Design nes_controller_reader, sky130hd; sources not shown.
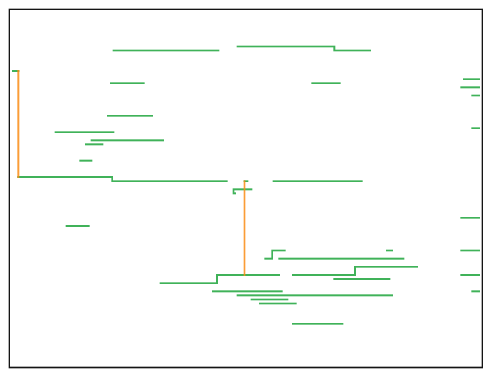
Fig. 1. Signal wires by layer.
Scale: 6 px per um. Two of the layers only.
| colour | layer | wire length |
|---|---|---|
| green | metal 3 | 297 um |
| orange | metal 4 | 33.3 um |
WL final: 5.29 mm
DR WL/cell: 14.4 um
overall global routing resource usage: 0.267

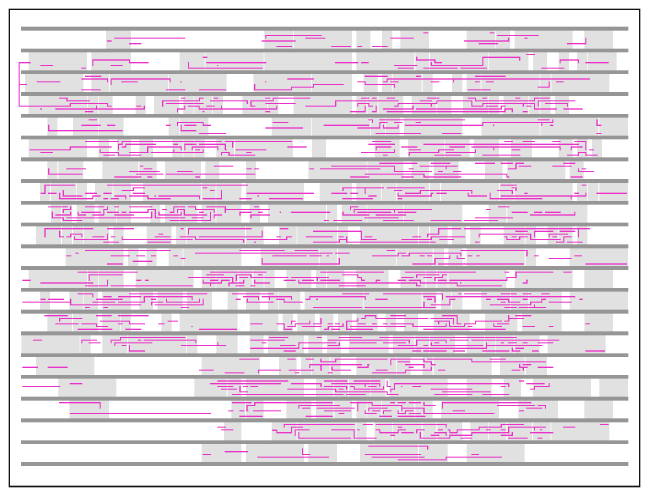
Fig. 2. Metal 1.
Scale: 8 px per um. Supply wires on this layer in grey.
wire length on this layer: 2420 um
main direction: horizontal
share of all routed wire: 46%
met1 layer usage reported by global route: 0.332
routed vias: 2139

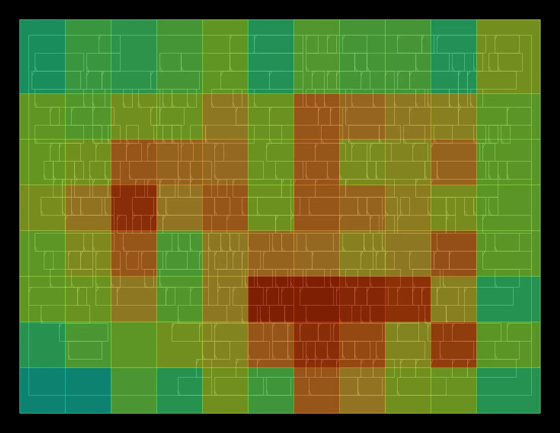
Fig. 3. Congestion heat map.
most heavily used metal layer in global routing: met2
met3 Track Usage GR: 0.0985
post-layout utilization of the core: 0.725
met2 routing resource usage after global routing: 0.431

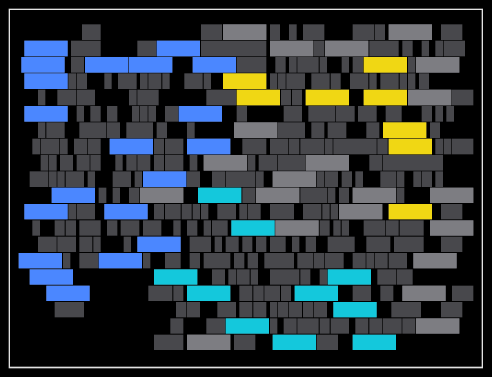
Fig. 4. Where the registers sit.
Scale: 6 px per um.
| colour | name in the netlist | sequential cells |
|---|---|---|
| cyan | phase_q | 10 |
| yellow | shift_q | 8 |
| blue | poll_q | 20 |
not coloured: 21
register cell area after layout: 1180 sq um
sequential cell area share: 0.394

==> run notes <==
Physical implementation status

The total cell area at the placement stage stands at 2800 sq um. For this run, the post-layout net count is between 300 and 400. The post-CTS hold buffer count recorded in the log is 0. Clock buffers in the final layout number 11. The tree is rooted in a sky130_fd_sc_hd__clkbuf_8. Summing over the stages, the warning tally comes to 27. The plain and repair buffers instantiated in the layout total 14.

The width of the die stands at 78.6 um. Compared with the post-synthesis result, the final layout area differs by 13.4%. The H-tree was split into 3 levels. The share of total power dissipated in combinational logic is 0.020.

Before any placement, the netlist area is recorded as 2640 sq um. The first global-routing pass estimated 9.28 mm of wire. The flip-flop count of the largest register after layout stands at 20. The length of routed wiring on met1 stands at around 2.4 mm. Among logic cells in the layout, the one with the most instances is sky130_fd_sc_hd__dfxtp_1. The kind of cell with the highest combined delay along the critical path is AND-OR/OR-AND gates.

Sequential cells placed in the final layout were counted as ~59. The worst slack on hold paths stands at 0.415 ns. The largest net degree at the start of global routing stands at 21. The non-clock buffer share of cell area stands at 0.0468. The worst setup path is captured at a flop.

The design draws approximately 790 uW. In this run the full chip footprint comes out at 4670 sq um. The flow inserted approximately 55 tap cells. Once layout is complete, the cells apart from fillers number 368. Of all power groups, the one with the highest power is registers.

The power report lists the sequential group at about 410 uW. The aoi/oai-family share of the synthesized area stands at 0.137. Detailed-route iteration 0 reported a violation count of between 150 and 200.

The fraction of final layout cells with drive strength greater than 1 stands at 0.0927. The power report lists the clock group at roughly 360 uW. The finished cells cover about 3000 sq um. The final weighted congestion recorded by global placement is 0.809.

The number of cells on the worst hold path is listed as 1. The gate-level netlist out of Yosys references 49 unique cell types. Once the clock tree was built, the resizer swapped 0 gates to a different size.

The number of max-cap violations stands at 0. Sorting the Yosys area breakdown by cell type puts at the top sky130_fd_sc_hd__dfxtp_1. STA classifies the critical path startpoint as a primary input. The synthesis report gives the async set-or-reset register share as 0. In this run the vertical extent of the chip is 59.5 um.

Per the detail_route log, met3 wirelength is roughly 300 um. The worst-skew pair later-pin latency stands at 0.34 ns. The clock slew seen by the registers of the worst setup and hold paths stands at about 0.070 ns. The clock drives a little under 60 sinks. The combinational cell power stands at about 16 uW.

Setup repair after global routing left no endpoint under its margin. The DRC violation count after routing stands at 0. The path length in cells of the critical path stands at 5.

The sequential share of power stands at 0.519. Timing analysis after detailed placement gives a worst setup slack of about 3 ns. Of the post-synthesis cell area, the dominant cell type holds 0.447. The post-route fraction of the period consumed by the critical path stands at 0.434. Buffers placed on the I/O ports in this run total 14.

The final hold violation count recorded for this run is 0. In this run the standard cell core region covers between 4000 and 5000 sq um. The setup total negative slack stands at 0 ns.

The flow ran to the end, and the final reports show no timing, DRC or antenna violations. The worst IR drop on VDD stands at between 0.15 and 0.2 mV. The tally of yosys warning messages stands at 0. Multi-input logic gates represent a cell area share of 0.462. The total internal power stands at about 620 uW.

The number of cells produced by synthesis stands at a little under 300. The total clock buffers created by CTS stands at 9. The worst slew margin relative to its limit stands at 0.478. The flow reported a cell area power density of between 200 and 300 nW/um^2. The number of nets with antenna violations after routing stands at 0. Summing all multiplexer cells gives an area fraction of 0.0161.

Leaving out the clock tree, the finished layout contains an inverter count of 7. In the final layout, the multi-input gates occupy ~1400 sq um. Among the stages of the critical path, the cell type that occurs most often is sky130_fd_sc_hd__a21oi_1. The multi-input combinational gate total stands at approximately 220. In this run, synthesis produced a sequential element count of ~59. The yosys synthesis chip area stands at roughly 2600 sq um. For this run, the leading register cell type out of synthesis is sky130_fd_sc_hd__dfxtp_1.

The total number of placement rows stands at 20. The routed design uses 2.54 mm of met2 wire. After layout, the setup clock skew is reported as 0.00872 ns.

By instance count, the leading cell after synthesis is sky130_fd_sc_hd__dfxtp_1. The synthesized area per cell stands at between 8 and 9 sq um. The peak fanout along the critical path stands at 11. After synthesis, the largest family of logic cells by area is simple AND/OR/NAND/NOR gates. For reference, the most critical setup path is categorized as primary input to flop. In the synthesized netlist, the cells that appear most often are sky130_fd_sc_hd__dfxtp_1, sky130_fd_sc_hd__nand2_1, sky130_fd_sc_hd__nor2_1, sky130_fd_sc_hd__a21oi_1. The via count of the first global-routing pass is between 1500 and 2000. The effective utilization at floorplan stands at 0.640. The post-synth tally of flip-flops with integrated enable stands at 0.

Ranked by total cell area, the synthesized netlist is headed by sky130_fd_sc_hd__dfxtp_1, sky130_fd_sc_hd__nand2_1, sky130_fd_sc_hd__nor2_1. Including well taps, the total number of placed cells is about 350. The post-synthesis xor/xnor area fraction stands at 0.0696. Routed signal wires occupy layers up through met4.

The reported net switching power stands at around 170 uW. Max-slew check failures listed in the final report amount to 0.
Power and IR drop assume default switching activity.
